**src/rtl/priority_enc_arb.sv**
```systemverilog
// Registered N-input priority arbiter with grant lock: fixed (highest index wins)
// or round-robin priority; a grant is held until its owner pulses done.
//
// state | meaning
// IDLE  | no grant held; arbitrate whenever en=1 and req is non-zero
// BUSY  | grant held; done releases it and re-arbitrates in the same cycle
module priority_enc_arb #(
    parameter int N     = 8,
    parameter int IDX_W = $clog2(N),
    parameter bit RR    = 1'b0
) (
    input  logic             clk,
    input  logic             rst,
    input  logic             en,
    input  logic [N-1:0]     req,
    input  logic             done,
    output logic [N-1:0]     grant,
    output logic [IDX_W-1:0] idx,
    output logic             valid
);

    typedef enum logic {
        IDLE = 1'b0,
        BUSY = 1'b1
    } state_t;

    state_t           state, state_nxt;
    logic [IDX_W-1:0] rr_ptr, rr_ptr_nxt;
    logic [IDX_W-1:0] ptr_rel, ptr_eff, win;
    logic [N-1:0]     grant_nxt;
    logic [IDX_W-1:0] idx_nxt;
    logic             valid_nxt;
    logic             release_now;
    int               pos;

    assign release_now = (state == BUSY) && done;

    // Wrap at N, not at 2^IDX_W, so non-power-of-2 N stays in range.
    assign ptr_rel = (idx == IDX_W'(N - 1)) ? '0 : idx + IDX_W'(1);

    // A release makes the releasing requester lowest priority in the same-cycle search.
    assign ptr_eff = release_now ? ptr_rel : rr_ptr;

    always_comb begin
        win = '0;
        pos = 0;
        if (RR) begin
            // Walk from farthest to nearest so the bit closest to ptr_eff wins last.
            for (int off = N - 1; off >= 0; off--) begin
                pos = int'(ptr_eff) + off;
                if (pos >= N) pos = pos - N;
                if (req[IDX_W'(pos)]) win = IDX_W'(pos);
            end
        end else begin
            for (int k = 0; k < N; k++) begin
                if (req[IDX_W'(k)]) win = IDX_W'(k);
            end
        end
    end

    always_comb begin
        state_nxt  = state;
        grant_nxt  = grant;
        idx_nxt    = idx;
        valid_nxt  = valid;
        rr_ptr_nxt = rr_ptr;
        case (state)
            IDLE: begin
                if (en && (|req)) begin
                    grant_nxt = {{(N-1){1'b0}}, 1'b1} << win;
                    idx_nxt   = win;
                    valid_nxt = 1'b1;
                    state_nxt = BUSY;
                end
            end
            BUSY: begin
                if (done) begin
                    if (RR) rr_ptr_nxt = ptr_rel;
                    if (en && (|req)) begin
                        grant_nxt = {{(N-1){1'b0}}, 1'b1} << win;
                        idx_nxt   = win;
                        valid_nxt = 1'b1;
                    end else begin
                        grant_nxt = '0;
                        idx_nxt   = '0;
                        valid_nxt = 1'b0;
                        state_nxt = IDLE;
                    end
                end
            end
            default: begin
                grant_nxt  = '0;
                idx_nxt    = '0;
                valid_nxt  = 1'b0;
                rr_ptr_nxt = '0;
                state_nxt  = IDLE;
            end
        endcase
    end

    always_ff @(posedge clk) begin
        if (rst) begin
            state  <= IDLE;
            grant  <= '0;
            idx    <= '0;
            valid  <= 1'b0;
            rr_ptr <= '0;
        end else begin
            state  <= state_nxt;
            grant  <= grant_nxt;
            idx    <= idx_nxt;
            valid  <= valid_nxt;
            rr_ptr <= rr_ptr_nxt;
        end
    end

endmodule

```
**config.mk**
```make
export PLATFORM = sky130hd
export DESIGN_NAME = priority_enc_arb
export DESIGN_NICKNAME = d
export VERILOG_FILES = /design/src/rtl/priority_enc_arb.sv
export SDC_FILE = /design/constraint.sdc
export NUM_CORES = 1
export LEC_CHECK = 0
export CELL_PAD_IN_SITES_DETAIL_PLACEMENT = 1
export CELL_PAD_IN_SITES_GLOBAL_PLACEMENT = 1
export CORE_MARGIN = 2
export CORE_UTILIZATION = 24
export CTS_CLUSTER_DIAMETER = 50
export DETAILED_ROUTE_END_ITERATION = 10
export PLACE_DENSITY = 0.79
export SYNTH_ARGS = -nofsm -noshare
export SYNTH_HDL_FRONTEND = slang
export SYNTH_SLANG_ARGS = --single-unit
```
**constraint.sdc**
```tcl
create_clock -name clk -period 1.35 [get_ports clk]
set_clock_uncertainty 0.05 [all_clocks]
set_input_delay 0.27 -clock clk [delete_from_list [all_inputs] [get_ports clk]]
set_output_delay 0.27 -clock clk [all_outputs]
set_load 0.02 [all_outputs]
```
Fig. 1: clock wires, drivers and flops
Bar = 10 um.
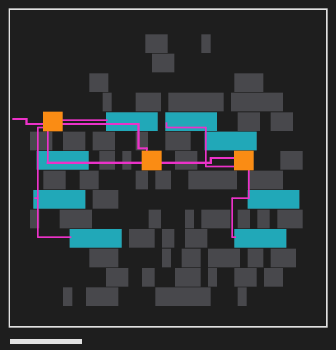
legend:
  cyan:
    item: flip-flops
    count: 8
  orange:
    item: cells driving clock nets
    count: 3
  magenta:
    item: clock wires
    length: 116 um
routed clock nets: 4

Fig. 2: register map, names as in the netlist
Bar = 10 um. Other sequential cells in the stronger grey, the rest of the logic in the fainter grey.
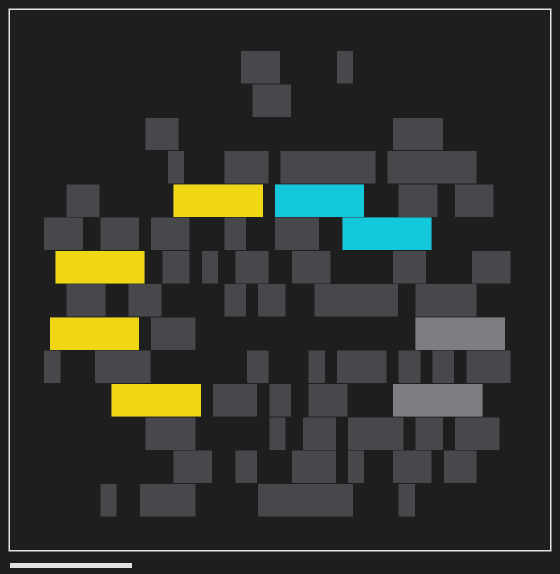
legend:
  yellow:
    name_in_the_netlist: grant
    placed_flops: 4
    where: left middle
  cyan:
    name_in_the_netlist: idx
    placed_flops: 2

Fig. 3: wire density map
9 x 9 tiles, from dark blue (low) to red (high), scaled to the fullest tile. Values are wire area over tile area, all layers added.
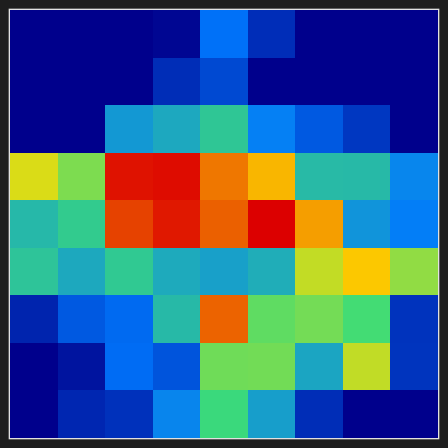
tiles over half the peak: 26%
densest ninth of the die: middle
mean over tiles: 0.088
fullest tile: 0.27
nearly empty tiles: 26%

Fig. 4: cell placement
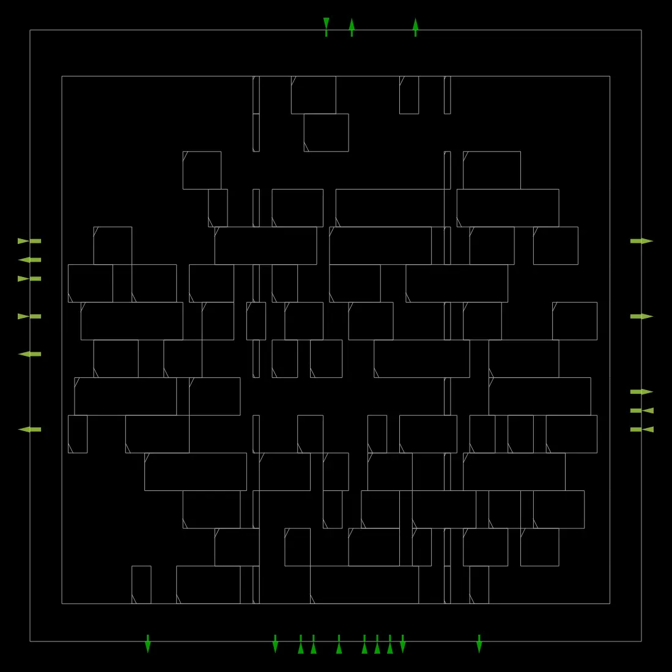
Final Core Density: 44.5%
core box area: 0.00151 sq mm

==> summary.txt <==
Results of the full flow below.

STA:
- The run puts the minimum hold slack at 0.361 ns.
- The critical path in the final layout is reported with a setup slack of 0.0435 ns.
- Setup repair after global routing left no endpoint under its margin.
- In this build the clock could be raised as far as 765 MHz.
- The run gives the share of the cycle needed by the critical path after routing as 96.8%.

Finish:
- The run gives the final instance area as 671 sq um.
- The register with the most flip-flops in the layout has 4 of them.
- The run gives the layout clock buffer count as 3.
- In the layout the commonest cells are sky130_fd_sc_hd__dlygate4sd2_1, sky130_fd_sc_hd__dfxtp_1, sky130_fd_sc_hd__conb_1.
- The run puts the number of flip-flops and latches at 8.
- In the final layout, flip-flops and latches occupy 160 sq um.
- The run gives the register bank with the most flops as grant.
- Looking at the area split, the leading class of cells is combinational gates.

GRT:
- The run gives the met1 demand-to-capacity share in global routing as 14.1%.
- The first global-routing pass estimated 1800 um of wire.
- For met3 alone, demand over resource in global routing was 7.35%.

Synth:
- The run gives the number of unique standard cell types used by synthesis as 19.
- Summing all multiplexer cells gives an area fraction of 0%.
- The run puts the area fraction in compound gates at 27.2%.
- Per the synthesis report, the simple-gate share of the synthesized area is 17.8%.
- The run puts the area share of the largest cell type after synthesis at 41.4%.

Clock network:
- The report puts the hold buffer count at CTS at 0.
- The run gives the clock latency of the later-clocked register in the worst-skew pair as 0.25 ns.
- The run gives the TritonCTS clock tree as built.
- The run puts the TritonCTS buffer count at 3.
- The run puts the number of post-CTS setup repair buffers at 0.

Worst hold path:
- The worst hold path passes through 3 cells.

Drt:
- The run puts the number of vias per cell after detailed routing at 4.60.
- Per the detail_route log, met3 wirelength is 77 um.
- The first detailed-routing pass took 2 iterations.
- The run gives the mean routed wirelength per cell as 13.4 um.
- The DRC violation total left in the routed layout is recorded as 0.

Floorplan:
- According to the floorplan report, the total die area is 0.00195 sq mm.
- The vertical die dimension reported for this design is 44.1 um.
- The run gives the I/O pin total as 24.
- The run gives the tapcell count as 16.

Worst setup path:
- Per STA, the highest per-stage delay on the worst path measures 0.49 ns.
- STA classifies the critical path startpoint as an input port.
- The worst register-to-register path begins at state.
- The run gives the slack of the worst reg-to-reg path as 0.20 ns.
- The run puts the count of buffering cells on the critical path with inverters included at 1.

Pwr:
- The run gives the power in the clock group as 179 uW.

Outcome:
- The flow ran to the end, and the final reports show no timing, DRC or antenna violations.
No activity file was given, so power comes from the tool's default toggle rates.
